run_1/m1.png
Supply wires on this layer in grey.
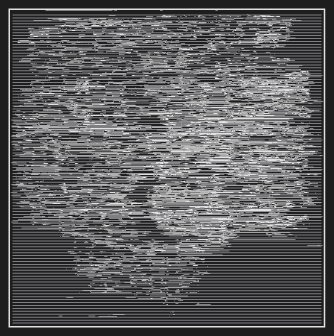
run_1/m2.png
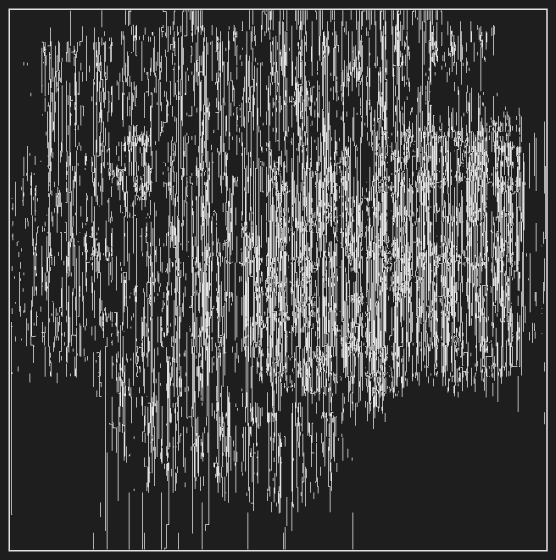
run_1/m3.png
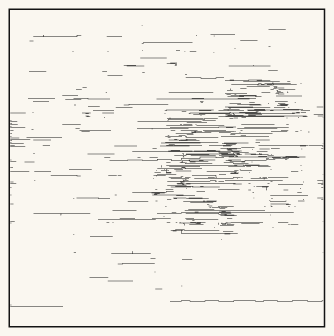
--- src/rtl/spad_instr_dispatch.sv ---
// Scratchpad instruction dispatcher: in-order FIFO intake, opcode decode, and
// hazard-scoreboarded issue to the load/store and GEMM request ports.
module spad_instr_dispatch #(
  parameter int DEPTH  = 8,
  parameter int MAT_W  = 6,
  parameter int ADDR_W = 32,
  parameter int CNT_W  = 16
) (
  input  logic                      CLK,
  input  logic                      nRST,
  input  logic                      instr_wen,
  input  logic [1:0]                instr_opcode,
  input  logic [MAT_W-1:0]          instr_mat,
  input  logic [ADDR_W-1:0]         instr_addr,
  output logic                      instr_full,
  output logic [$clog2(DEPTH):0]    instr_count,
  output logic                      overflow,
  output logic                      ls_req_valid,
  input  logic                      ls_req_ready,
  output logic                      ls_req_store,
  output logic [MAT_W-1:0]          ls_req_mat,
  output logic [ADDR_W-1:0]         ls_req_addr,
  input  logic                      ls_done,
  input  logic [MAT_W-1:0]          ls_done_mat,
  output logic                      gemm_req_valid,
  input  logic                      gemm_req_ready,
  output logic [MAT_W-1:0]          gemm_rd,
  output logic [MAT_W-1:0]          gemm_rs_in,
  output logic [MAT_W-1:0]          gemm_rs_wt,
  output logic [MAT_W-1:0]          gemm_rs_ps,
  output logic                      gemm_new_weight,
  input  logic                      gemm_done,
  output logic [CNT_W-1:0]          stall_cycles,
  output logic                      idle
);

  localparam int PTR_W  = $clog2(DEPTH);
  localparam int OCC_W  = PTR_W + 1;
  localparam int NMAT   = 2 ** MAT_W;
  localparam logic [OCC_W-1:0] FULL_CNT = OCC_W'(DEPTH);

  typedef enum logic [1:0] {
    OP_NOP   = 2'd0,
    OP_LOAD  = 2'd1,
    OP_STORE = 2'd2,
    OP_GEMM  = 2'd3
  } op_e;

  logic [1:0]        op_mem   [DEPTH];
  logic [MAT_W-1:0]  mat_mem  [DEPTH];
  logic [ADDR_W-1:0] addr_mem [DEPTH];

  logic [PTR_W-1:0]  wr_ptr_q, wr_ptr_d;
  logic [PTR_W-1:0]  rd_ptr_q, rd_ptr_d;
  logic [OCC_W-1:0]  count_q, count_d;
  logic              overflow_q, overflow_d;

  logic              ls_valid_q, ls_valid_d;
  logic              ls_store_q, ls_store_d;
  logic [MAT_W-1:0]  ls_mat_q, ls_mat_d;
  logic [ADDR_W-1:0] ls_addr_q, ls_addr_d;

  logic              gemm_valid_q, gemm_valid_d;
  logic [MAT_W-1:0]  gemm_rd_q, gemm_rd_d;
  logic [MAT_W-1:0]  gemm_in_q, gemm_in_d;
  logic [MAT_W-1:0]  gemm_wt_q, gemm_wt_d;
  logic [MAT_W-1:0]  gemm_ps_q, gemm_ps_d;
  logic              gemm_nw_q, gemm_nw_d;

  logic [NMAT-1:0]   busy_q, busy_d;
  logic              inflight_q, inflight_d;
  logic [CNT_W-1:0]  stall_q, stall_d;

  logic              full;
  logic              head_valid;
  op_e               head_op;
  logic [MAT_W-1:0]  head_mat;
  logic [ADDR_W-1:0] head_addr;
  logic [MAT_W-1:0]  h_rd, h_in, h_wt, h_ps;
  logic              hazard;
  logic              unit_free;
  logic              ls_xfer, gemm_xfer;
  logic              pop, push;
  logic              issue_ls, issue_gemm;

  assign full       = (count_q == FULL_CNT);
  assign head_valid = (count_q != '0);
  assign head_op    = op_e'(op_mem[rd_ptr_q]);
  assign head_mat   = mat_mem[rd_ptr_q];
  assign head_addr  = addr_mem[rd_ptr_q];

  // GEMM operand fields packed into the address word, rs_ps at the LSBs
  assign h_ps = head_addr[MAT_W-1:0];
  assign h_wt = head_addr[2*MAT_W-1:MAT_W];
  assign h_in = head_addr[3*MAT_W-1:2*MAT_W];
  assign h_rd = head_addr[4*MAT_W-1:3*MAT_W];

  assign ls_xfer   = ls_valid_q && ls_req_ready;
  assign gemm_xfer = gemm_valid_q && gemm_req_ready;

  // The in-flight GEMM's sources are held in the GEMM payload register,
  // which cannot reload until that GEMM has drained.
  always_comb begin
    hazard    = 1'b0;
    unit_free = 1'b1;
    case (head_op)
      OP_LOAD: begin
        hazard    = busy_q[head_mat] ||
                    (inflight_q && ((head_mat == gemm_in_q) ||
                                    (head_mat == gemm_wt_q) ||
                                    (head_mat == gemm_ps_q)));
        unit_free = !ls_valid_q || ls_req_ready;
      end
      OP_STORE: begin
        hazard    = busy_q[head_mat];
        unit_free = !ls_valid_q || ls_req_ready;
      end
      OP_GEMM: begin
        hazard    = inflight_q || busy_q[h_rd] || busy_q[h_in] ||
                    busy_q[h_wt] || busy_q[h_ps];
        unit_free = !gemm_valid_q || gemm_req_ready;
      end
      default: begin
        hazard    = 1'b0;
        unit_free = 1'b1;
      end
    endcase
  end

  assign pop        = head_valid && !hazard && unit_free;
  assign issue_ls   = pop && ((head_op == OP_LOAD) || (head_op == OP_STORE));
  assign issue_gemm = pop && (head_op == OP_GEMM);
  assign push       = instr_wen && (!full || pop);

  always_comb begin
    wr_ptr_d   = wr_ptr_q;
    rd_ptr_d   = rd_ptr_q;
    count_d    = count_q;
    overflow_d = overflow_q;
    if (push) wr_ptr_d = wr_ptr_q + PTR_W'(1);
    if (pop)  rd_ptr_d = rd_ptr_q + PTR_W'(1);
    if (push && !pop)      count_d = count_q + OCC_W'(1);
    else if (pop && !push) count_d = count_q - OCC_W'(1);
    if (instr_wen && !push) overflow_d = 1'b1;
  end

  always_comb begin
    ls_valid_d   = ls_valid_q;
    ls_store_d   = ls_store_q;
    ls_mat_d     = ls_mat_q;
    ls_addr_d    = ls_addr_q;
    gemm_valid_d = gemm_valid_q;
    gemm_rd_d    = gemm_rd_q;
    gemm_in_d    = gemm_in_q;
    gemm_wt_d    = gemm_wt_q;
    gemm_ps_d    = gemm_ps_q;
    gemm_nw_d    = gemm_nw_q;
    if (ls_xfer) ls_valid_d = 1'b0;
    if (issue_ls) begin
      ls_valid_d = 1'b1;
      ls_store_d = (head_op == OP_STORE);
      ls_mat_d   = head_mat;
      ls_addr_d  = head_addr;
    end
    if (gemm_xfer) gemm_valid_d = 1'b0;
    if (issue_gemm) begin
      gemm_valid_d = 1'b1;
      gemm_rd_d    = h_rd;
      gemm_in_d    = h_in;
      gemm_wt_d    = h_wt;
      gemm_ps_d    = h_ps;
      gemm_nw_d    = head_mat[MAT_W-1];
    end
  end

  // Clears are applied before sets so a same-cycle issue keeps its bit.
  always_comb begin
    busy_d     = busy_q;
    inflight_d = inflight_q;
    stall_d    = stall_q;
    if (ls_done) busy_d[ls_done_mat] = 1'b0;
    if (gemm_done && inflight_q) begin
      busy_d[gemm_rd_q] = 1'b0;
      inflight_d        = 1'b0;
    end
    if (issue_ls && (head_op == OP_LOAD)) busy_d[head_mat] = 1'b1;
    if (issue_gemm) begin
      busy_d[h_rd] = 1'b1;
      inflight_d   = 1'b1;
    end
    if (head_valid && (head_op != OP_NOP) && hazard && (stall_q != '1))
      stall_d = stall_q + CNT_W'(1);
  end

  always_ff @(posedge CLK) begin
    if (push) begin
      op_mem[wr_ptr_q]   <= instr_opcode;
      mat_mem[wr_ptr_q]  <= instr_mat;
      addr_mem[wr_ptr_q] <= instr_addr;
    end
  end

  always_ff @(posedge CLK or negedge nRST) begin
    if (!nRST) begin
      wr_ptr_q     <= '0;
      rd_ptr_q     <= '0;
      count_q      <= '0;
      overflow_q   <= 1'b0;
      ls_valid_q   <= 1'b0;
      ls_store_q   <= 1'b0;
      ls_mat_q     <= '0;
      ls_addr_q    <= '0;
      gemm_valid_q <= 1'b0;
      gemm_rd_q    <= '0;
      gemm_in_q    <= '0;
      gemm_wt_q    <= '0;
      gemm_ps_q    <= '0;
      gemm_nw_q    <= 1'b0;
      busy_q       <= '0;
      inflight_q   <= 1'b0;
      stall_q      <= '0;
    end else begin
      wr_ptr_q     <= wr_ptr_d;
      rd_ptr_q     <= rd_ptr_d;
      count_q      <= count_d;
      overflow_q   <= overflow_d;
      ls_valid_q   <= ls_valid_d;
      ls_store_q   <= ls_store_d;
      ls_mat_q     <= ls_mat_d;
      ls_addr_q    <= ls_addr_d;
      gemm_valid_q <= gemm_valid_d;
      gemm_rd_q    <= gemm_rd_d;
      gemm_in_q    <= gemm_in_d;
      gemm_wt_q    <= gemm_wt_d;
      gemm_ps_q    <= gemm_ps_d;
      gemm_nw_q    <= gemm_nw_d;
      busy_q       <= busy_d;
      inflight_q   <= inflight_d;
      stall_q      <= stall_d;
    end
  end

  assign instr_full      = full;
  assign instr_count     = count_q;
  assign overflow        = overflow_q;
  assign ls_req_valid    = ls_valid_q;
  assign ls_req_store    = ls_store_q;
  assign ls_req_mat      = ls_mat_q;
  assign ls_req_addr     = ls_addr_q;
  assign gemm_req_valid  = gemm_valid_q;
  assign gemm_rd         = gemm_rd_q;
  assign gemm_rs_in      = gemm_in_q;
  assign gemm_rs_wt      = gemm_wt_q;
  assign gemm_rs_ps      = gemm_ps_q;
  assign gemm_new_weight = gemm_nw_q;
  assign stall_cycles    = stall_q;
  assign idle            = !head_valid && !ls_valid_q && !gemm_valid_q &&
                           (busy_q == '0) && !inflight_q;

endmodule

--- config.mk ---
export PLATFORM = sky130hd
export DESIGN_NAME = spad_instr_dispatch
export DESIGN_NICKNAME = d
export VERILOG_FILES = /design/src/rtl/spad_instr_dispatch.sv
export SDC_FILE = /design/constraint.sdc
export NUM_CORES = 1
export LEC_CHECK = 0
export ABC_CLOCK_PERIOD_IN_PS = 8600
export CAP_MARGIN = 15
export CORE_AREA = 2 2 289 291
export CTS_BUF_LIST = sky130_fd_sc_hd__clkbuf_8
export DETAILED_ROUTE_END_ITERATION = 16
export DIE_AREA = 0 0 291 293
export PLACE_DENSITY = 0.47
export SYNTH_ARGS = -nofsm -noshare
export SYNTH_HDL_FRONTEND = slang
export SYNTH_SLANG_ARGS = --single-unit
--- constraint.sdc ---
create_clock -name CLK -period 8.6 [get_ports CLK]
set_clock_uncertainty 0.2 [all_clocks]
set_input_delay 1.29 -clock CLK [delete_from_list [all_inputs] [get_ports CLK]]
set_output_delay 1.29 -clock CLK [all_outputs]
set_load 0.01 [all_outputs]
==> flow_metrics.tcl, run 1 <==
# collected from the flow reports
set metrics [dict create \
    status "finished, final reports clean" \
    cp_data_arrival_time_ps 7320 \
    cts.hold.buffers_added 0 \
    yosysChipArea_um2 24400 \
    cts.sinks 478 \
    drtIter0Drc 1900 \
    core-area_um2 81800 \
    synth_flop_count 478 \
    die_area_um2 85300 \
    first_pass_grt_wire_length_um 139000 \
    synth_sequential_area_ratio 0.555 \
    rsz0062_at_grt "false" \
    final_nets 2174 \
    maxSlewHeadroom 0.158 \
    hp-class "flip-flop to flip-flop" \
    clock_pin_slew_on_the_worst_setup_and_hold_paths_ps 70 \
    cts_tree "done" \
    hold_viol 0 \
    cts_made_buffers 88 \
    layout.cells.most_common "edfxtp_1" \
    timing_max_transition_violations_final 0 \
    number_of_antenna_violations_at_the_first_check_in_global_routing 1 \
    ys.warnings.count 0 \
    adder_and_majority_gate_portion_of_the_synthesized_area 0.00645 \
    async_reset_ff_frac 0.331 \
    critPathLaunchType "flip-flop" \
    endpoint_kind "flip-flop" \
    post_synth.cell_area_avg_um2 12.6 \
    routedWlPerCell_um 29.9 \
    top_layer_used "met4" \
    stage_log_warnings 31 \
    layout_cells_sized_above_1 0.161 \
    cap_viol_max_count 0 \
    clock_tree.htree_level_count 3 \
    synth.logic.top_family "multiplexers" \
    clkLatencyLatePin_ps 750 \
    synth.cellmix.simpleShare 0.115 \
]
Notes on m1.png above:
wire length on this layer = 41.5 mm
nets with wire on the layer = 2,059
main direction = horizontal

Notes on m2.png above:
nets with wire on the layer = 1,830
wire length on this layer = 44.4 mm
share of all routed wire = 46%
main direction = vertical
longest straight run = 107 µm

Notes on m3.png above:
nets with wire on the layer = 285
share of all routed wire = 7.0%
main direction = horizontal
Post-Route WL: 97,300 µm
via count: 18,500
met3 Track Usage GR: 0.0442

-- run 1: through the flow --
stage                     cells  hold WS, ps
final                      3253          256
after global routing       3252          272
after CTS                  3250          266
after detailed placement   3088          253
after global placement     3087          244
after floorplan            1939          293
-- run 1: sequential cells by signal, summed over array words and instances, names as in the netlist --
| register | flops |
|---|---|
| ls_req_mat | 6 |
| gemm_rd | 6 |
| overflow | 1 |
| gemm_rs_in | 6 |
| busy_q | 64 |
| wr_ptr_q | 3 |
| addr_mem | 256 |
| gemm_req_valid | 1 |
| gemm_new_weight | 1 |
| inflight_q | 1 |
| gemm_rs_wt | 6 |
| instr_count | 4 |
| ls_req_store | 1 |
| stall_cycles | 16 |
| ls_req_valid | 1 |
| op_mem | 16 |
| mat_mem | 48 |
| ls_req_addr | 32 |
| gemm_rs_ps | 6 |
| rd_ptr_q | 3 |
-- run 1: area by class of cell --
cell class              instances  area [µm²]  share of cell area
flip-flops and latches        478       13600               0.472
well taps                    1070        1340              0.0466
repair buffers                191        1850              0.0644
inverters                      41         154             0.00535
multi-input cells            1309       10100               0.353
clock inverters                64         344              0.0120
diodes                          2        5.00            0.000174
clock buffers                  98        1350              0.0469
-- run 1: worst max-delay path: stages, from the launching register on --
cell	delay, ps
dfrtp_4	860
buf_4	400
nor2b_1	200
a22oi_1	460
and2_1	1050
mux2i_1	350
mux2_2	200
a211oi_1	110
or2_0	300
o32a_1	380
a21boi_2	370
nand2_2	220
a21o_1	290
inv_1	90
ha_1	180
inv_1	90
ha_1	270
a21o_1	180
a21oi_1	190
xnor2_1	150
nor2_1	70
xor2_1	150
-- run 1: cell families after synthesis --
| kind of cell | after synthesis |
|---|---|
| simple gates | 574 |
| flops | 478 |
| compound gates | 394 |
| mux | 289 |
| buf+inv | 152 |
| xor+xnor | 40 |
| fa+ha+maj | 12 |
-- run 1: path summary, 6_finish.rpt --
path,end,slack [ps],start,cells past startpoint
max,instr_count[3],1640,rd_ptr_q[0],21
min,overflow,260,overflow,1
max reg2reg,instr_count[3],1640,rd_ptr_q[0],21
min reg2reg,overflow,260,overflow,1
max in group asynchronous,rd_ptr_q[1],6240,nRST,3
min in group asynchronous,busy_q[41],390,nRST,1
-- run 1: metal layers --
| metal | GRT usage | up-vias |
|---|---|---|
| met5 | 0 | - |
| met4 | 0.103 | 0 |
| met3 | 0.0442 | 252 |
| met2 | 0.356 | 888 |
| met1 | 0.302 | 9474 |
| li1 | - | 7916 |
-- run 1: power by group --
| part | switching (mW) | total (mW) | internal (mW) | leakage, nW |
|---|---|---|---|---|
| logic | 4.39 | 6.96 | 2.57 | 4.71 |
| registers | 0.824 | 3.86 | 3.04 | 4.92 |
| clock network | 1.02 | 2.11 | 1.09 | 0.973 |
run_1/clock_nets.png
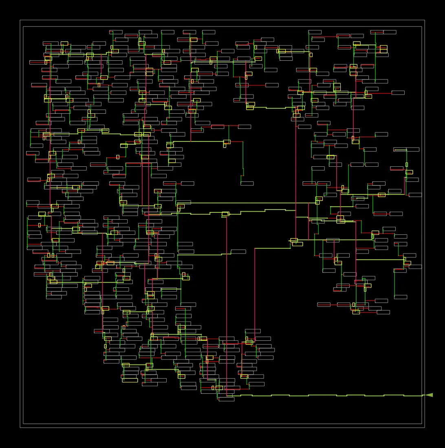

## Run 2: what changed since run 1
--- a/config.mk
+++ b/config.mk
@@ -5,13 +5,13 @@
 export SDC_FILE = /design/constraint.sdc
 export NUM_CORES = 1
 export LEC_CHECK = 0
-export ABC_CLOCK_PERIOD_IN_PS = 8600
+export ABC_CLOCK_PERIOD_IN_PS = 6500
 export CAP_MARGIN = 15
 export CORE_AREA = 2 2 289 291
 export CTS_BUF_LIST = sky130_fd_sc_hd__clkbuf_8
 export DETAILED_ROUTE_END_ITERATION = 16
 export DIE_AREA = 0 0 291 293
-export PLACE_DENSITY = 0.47
+export PLACE_DENSITY = 0.46
 export SYNTH_ARGS = -nofsm -noshare
 export SYNTH_HDL_FRONTEND = slang
 export SYNTH_SLANG_ARGS = --single-unit
==> constraint.sdc (replaced) <==
create_clock -name CLK -period 6.5 [get_ports CLK]
set_clock_uncertainty 0.2 [all_clocks]
set_input_delay 0.975 -clock CLK [delete_from_list [all_inputs] [get_ports CLK]]
set_output_delay 0.975 -clock CLK [all_outputs]
set_load 0.01 [all_outputs]
run_2/clock_nets.png
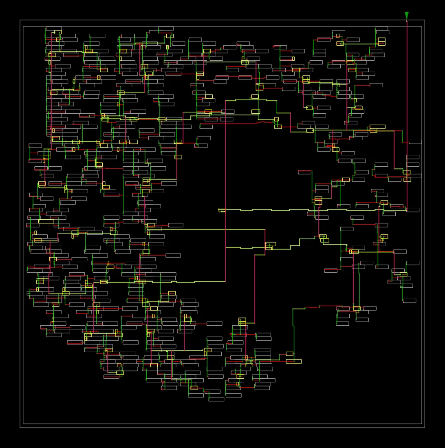
count of clock tree sinks: 478
layout sequential cell count: 478
clock buffer count: 96

==> run 2 against run 1 <==
  * Cell count up 0.86%
  * Cell area grew 1.7%
  * Sequential power is 32% higher
  * Critical path depth shrank 7
  * Register-to-register slack lost 1100 ps
  * Worst hold slack lost 120 ps
  * Synthesized area did not move
  * Sequential share of layout area decreased by 0.77 points
  * Sequential cell count did not move
  * Non-clock buffer count up 37
  * Largest power group unchanged
  * First-iteration DRC count shrank 7.8%
==> flow_metrics.tcl, run 2 <==
# collected from the flow reports
set metrics [dict create \
    p_int_mw 9.13 \
    ys.warnings.count 0 \
    largest_register_ff_count 256 \
    synth_cell_types 90 \
    timing_max_transition_violations_final 0 \
    die_area_um2 85300 \
    cp_slowest_cell "a221oi_4" \
    number_of_antenna_violations_at_the_first_check_in_global_routing 7 \
    hp-class "primary input to async pin" \
    sw_frac_of_total 0.478 \
    yosysChipArea_um2 24400 \
    drtIter0Drc 1752 \
    io_buffer_count 141 \
    netlist.top_cell.by_instances "edfxtp_1" \
    critPathLaunchType "flip-flop" \
    largest-register "addr_mem" \
    routedWlPerCell_um 30.4 \
    synth_flop_count 478 \
    gp_congestion 0.958 \
    layout.cells.most_common "edfxtp_1" \
    status "finished, final reports clean" \
    first_pass_grt_wire_length_um 141000 \
    clock_tree.htree_level_count 3 \
    cpPeakStageDelay_ps 720 \
    rsz0062_at_grt "false" \
    biggest_regs "addr_mem x256, busy_q x64, mat_mem x48" \
    irDropWorstVdd_v 0.000372 \
    mappedNetlistArea_um2 24400 \
    endpoint_kind "flip-flop" \
    core_util_floorplan 0.298 \
    clkLatencyLatePin_ps 730 \
    synth_sequential_area_ratio 0.555 \
    post_synth.cell_area_avg_um2 12.6 \
    hold_viol 0 \
    p_comb_frac 0.546 \
    cts_tree "done" \
    p_switching_mw 8.35 \
    async_reset_ff_frac 0.331 \
    cp_data_arrival_time_ps 6180 \
    stage_log_warnings 32 \
    clock_pin_slew_on_the_worst_setup_and_hold_paths_ps 60 \
    pwr-share-clk 0.163 \
    cts.hold.buffers_added 0 \
    cts_made_buffers 85 \
    maxSlewHeadroom 0.135 \
    cap_viol_max_count 0 \
    final_nets 2208 \
    register_share_of_total_power 0.291 \
]
run_2/m2.png
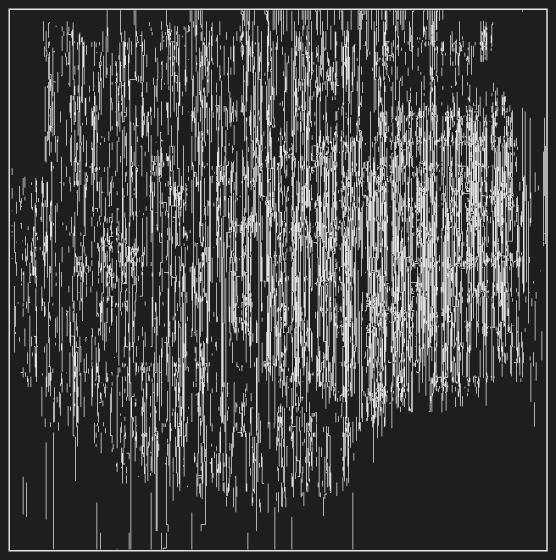
nets with wire on the layer = 1,859
wire length on this layer = 46.0 mm
share of all routed wire = 46%
via count: 18,600
Post-Route WL: 99,800 µm

==> run 2: cell count changes in the layout (fill, tap and decap cells not counted), sizes merged <==
cell and change:
clkinv -2, bufinv +2, buf +37, clkbuf -2
inv -8, clkinvlp +1
==> run 2: power by group through the flow <==
stage	Combinational, mW	Clock, mW	Sequential [mW]
after CTS	9.48	2.94	5.05
after global routing	10.2	3.06	5.12
after detailed placement	9.45	0	5.10
after global placement	9.44	0	5.10
after floorplan	6.08	0	4.56
final	9.54	2.86	5.09
==> run 2: logic make-up after synthesis <==
kind of cell,after synthesis,share of synthesized area
multiplexers,289,0.159
XOR/XNOR,40,0.0143
adder cells (fa/ha/maj),12,0.00645
flip-flops,478,0.555
buffers and inverters,152,0.0324
AND-OR/OR-AND,394,0.118
AND/OR/NAND/NOR,574,0.115
==> run 2: cell type report <==
cell class / count / area, µm² / area share
Clock buffer: 96 / 1320 / 0.0452
Tap cell: 1070 / 1340 / 0.0458
Antenna cell: 2 / 5.00 / 0.000171
Timing Repair Buffer: 228 / 2290 / 0.0784
Inverter: 41 / 154 / 0.00526
Clock inverter: 57 / 385 / 0.0132
Sequential cell: 478 / 13600 / 0.464
Multi-Input combinational cell: 1309 / 10200 / 0.348
==> run 2: per-stage QoR <==
stage | cells | setup TNS [ps] | power [mW] | hold slack [ps]
after global placement | 3126 | 0 | 14.5 | 269
after global routing | 3281 | 0 | 18.3 | 205
final | 3281 | 0 | 17.5 | 133
after CTS | 3279 | 0 | 17.5 | 174
after floorplan | 1939 | -32120 | 10.6 | 293
after detailed placement | 3126 | 0 | 14.6 | 275
==> run 2: worst paths after layout <==
kind | cells after the start | start | to | slack (ps)
hold reg to reg | 1 | overflow | overflow | 280
setup / recovery | 14 | rd_ptr_q[1] | addr_mem[1][29] | 520
setup reg to reg | 14 | rd_ptr_q[1] | addr_mem[1][29] | 520
hold / removal | 1 | nRST | ls_req_addr[22] | 130
min in group CLK | 1 | overflow | overflow | 280
max in group asynchronous | 2 | nRST | rd_ptr_q[1] | 4670
==> run 2: routing by layer <==
metal,global-route usage,part of all wire,vias up
met5,0,0.00044,-
met4,0.0926,0.042,6
met3,0.0481,0.064,232
met2,0.371,0.46,794
met1,0.304,0.43,9564
li1,-,-,7983
==> run 2: worst max-delay path: cells and delay by family, from the launching register on <==
family	cells	cell delay (ps)
compound gates	6	2290
simple gates	5	1520
mux	1	660
flops	1	580
buf+inv	2	400
run_2/m1.png
Supply wires on this layer in grey.
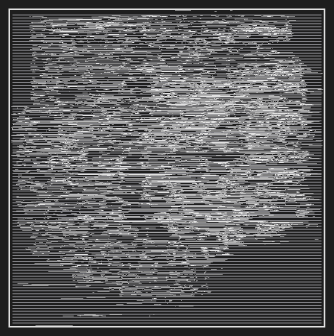

## Run 3: what changed since run 2
--- a/config.mk
+++ b/config.mk
@@ -11,7 +11,7 @@
 export CTS_BUF_LIST = sky130_fd_sc_hd__clkbuf_8
 export DETAILED_ROUTE_END_ITERATION = 16
 export DIE_AREA = 0 0 291 293
-export PLACE_DENSITY = 0.46
+export PLACE_DENSITY = 0.45
 export SYNTH_ARGS = -nofsm -noshare
 export SYNTH_HDL_FRONTEND = slang
 export SYNTH_SLANG_ARGS = --single-unit
run_3/m1.png
Supply wires on this layer in grey.
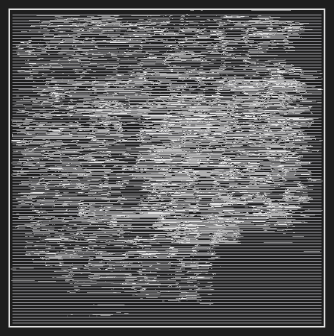
longest straight run = 74.0 µm
main direction = horizontal
nets with wire on the layer = 2,086

run_3/m3.png
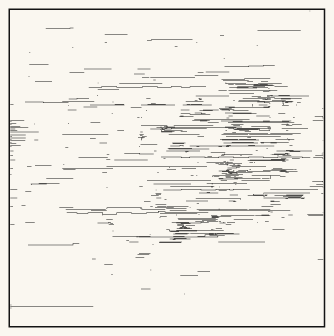
wire length on this layer = 6,940 µm
nets with wire on the layer = 287
share of all routed wire = 7.0%
main direction = horizontal
longest straight run = 92.9 µm

==> run 3 against run 2 <==
  * Sequential cell count stayed put
  * Combinational power about the same
  * Sequential share of layout area up 0.14 points
  * Clock power about the same
  * Non-clock buffer count decreased by 5
  * Critical endpoint is now addr_mem[5][10]
  * Largest power group unchanged
==> flow_metrics.tcl, run 3 <==
# collected from the flow reports
set metrics [dict create \
    status "finished, final reports clean" \
    netlist.top_cell.by_instances "edfxtp_1" \
    gp_congestion 0.965 \
    layout_cells_sized_above_1 0.173 \
    clkLatencyLatePin_ps 740 \
    regToRegEndpoint "addr_mem[5][10]" \
    largest-register "addr_mem" \
    final_nets 2204 \
    hp-class "primary input to async pin" \
    clock_tree.htree_level_count 3 \
    floorplan.nets 2004 \
    cp_slowest_cell "dfrtp_4" \
    area.combinational_um2 10200 \
    core-area_um2 81800 \
    io_buffer_count 141 \
    setup-tns-final_ps 0 \
    syn_to_final_growth_pct 19.3 \
    rsz0062_at_grt "false" \
    synth_flop_count 478 \
    yosysChipArea_um2 24400 \
    core_util_floorplan 0.298 \
    critPathLaunchType "flip-flop" \
    critPathMaxFanout 28 \
    async_reset_ff_frac 0.331 \
    ys.warnings.count 0 \
    cpPeakStageDelay_ps 750 \
    routedWlPerCell_um 30.1 \
    timing_max_transition_violations_final 0 \
    critical_path.cell_chain "mux2i_1 > a22o_1 > a221oi_4 > buf_4 > mux4_2 > a22oi_1 > nor2_1 > nor4_1 > nand4_1 > o311ai_4 > nand2_2 > buf_4 > a211oi_1 > and3b_2 > buf_12" \
    first_pass_iters 9 \
    biggest_regs "addr_mem x256, busy_q x64, mat_mem x48" \
    layout_top_cells "320 x edfxtp_1, 234 x nand2_1, 155 x dfrtp_1" \
    finalWorstSetupSlack_ps 542 \
    synth_sequential_area_ratio 0.555 \
    synth_cell_types 90 \
    hold_ws_ps 107 \
    endpoint_kind "flip-flop" \
    cp_data_arrival_time_ps 6180 \
    rows 105 \
    number_of_cells_traversed_by_the_worst_register_to_register_path 15 \
    first_pass_grt_wire_length_um 141000 \
    hold_viol 0 \
    cts_root_buffer "clkbuf_8" \
    mappedNetlistArea_um2 24400 \
    detailroute.via_count 18700 \
    die_area_um2 85300 \
    maxSlewHeadroom 0.164 \
    cpMostUsedCell "buf_4" \
    largest_register_ff_count 256 \
    cts.hold.buffers_added 0 \
    r2r_setup_slack_ps 540 \
    cts_made_buffers 86 \
    static-leakage-power_nw 10.8 \
    startpoint_of_the_most_critical_register_to_register_path "rd_ptr_q[0]" \
    clock_pin_slew_on_the_worst_setup_and_hold_paths_ps 60 \
    final_area_um2 29100 \
    post_synth.cell_area_avg_um2 12.6 \
    irDropWorstVdd_v 0.000506 \
    number_of_antenna_violations_at_the_first_check_in_global_routing 4 \
    cap_viol_max_count 0 \
    drtIter0Drc 2046 \
    cts_tree "done" \
    stage_log_warnings 32 \
    ff_latch_area_um2 13600 \
    layout.cells.most_common "edfxtp_1" \
    wirelength_um 98900 \
    cts.sinks 478 \
    ys_dominant_reg_cell "edfxtp_1" \
]
## run 3: per-stage QoR
step	util	power, mW	std cells
2_1_floorplan	-	10.6	1939
3_5_place_dp	0.335	14.5	3121
6_report	0.356	17.4	3282
3_3_place_gp	0.335	14.5	3119
5_1_grt	0.356	18.3	3281
4_1_cts	0.356	17.4	3280
## run 3: area by class of cell
| class | count | area share |
|---|---|---|
| well taps | 1070 | 0.0459 |
| diodes | 2 | 0.000172 |
| repair buffers | 223 | 0.0754 |
| clock inverters | 61 | 0.0126 |
| clock buffers | 98 | 0.0463 |
| inverters | 41 | 0.00528 |
| flip-flops and latches | 478 | 0.466 |
| multi-input cells | 1309 | 0.348 |
## run 3: power breakdown
| part | internal [mW] | switching, mW | total (mW) |
|---|---|---|---|
| registers | 4.02 | 1.04 | 5.06 |
| logic | 3.58 | 5.95 | 9.53 |
| clock network | 1.48 | 1.37 | 2.85 |
## run 3: kinds of logic after synthesis
family,after synthesis,synth area share
fa+ha+maj,12,0.00645
simple gates,574,0.115
compound gates,394,0.118
buf+inv,152,0.0324
flops,478,0.555
mux,289,0.159
xor+xnor,40,0.0143
## run 3: worst max-delay path by stage
stage                startpoint               to  slack, ps  cells past startpoint
floorplan           rd_ptr_q[0]   addr_mem[4][0]       -400                     16
global placement    rd_ptr_q[0]   instr_count[3]        520                     21
detailed placement  rd_ptr_q[0]   instr_count[3]        570                     20
CTS                 rd_ptr_q[0]    mat_mem[5][0]        550                     14
global route        rd_ptr_q[0]   instr_count[3]        150                     21
finish              rd_ptr_q[0]  addr_mem[5][10]        540                     15
## run 3: routing by layer
layer | wire, µm | track usage | part of all wire
met1 | 43100 | 0.311 | 0.44
met4 | 4250 | 0.0923 | 0.043
met5 | 18 | 0 | 0.00018
met2 | 44500 | 0.357 | 0.45
met3 | 6940 | 0.0472 | 0.070
## run 3: critical path, delay by kind of cell (launching register included)
kind | cells | cell delay (ps)
muxes | 2 | 690
AOI/OAI and AO/OA | 5 | 1770
buffers and inverters | 3 | 820
and+or+nand+nor | 5 | 1380
DFF | 1 | 750

## Gallery

Met4 routing.
Bar = 100 µm. Supply wires on this layer in grey. Cells faint in the background.
(a)
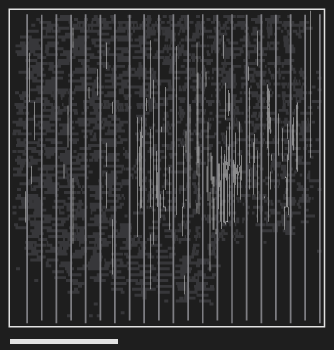
(b)
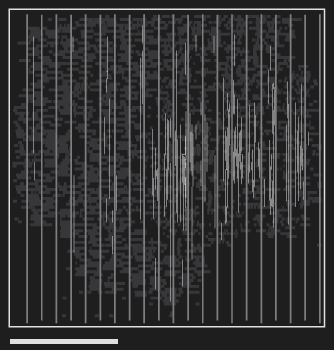
| picture | from |
|---|---|
| (a) | run 3 |
| (b) | run 1 |

Key to (a):
longest straight run = 156 µm
nets with wire on the layer = 73
wire length on this layer = 4,250 µm
main direction = vertical
share of all routed wire = 4.3%

No activity file was given, so power comes from the tool's default toggle rates.
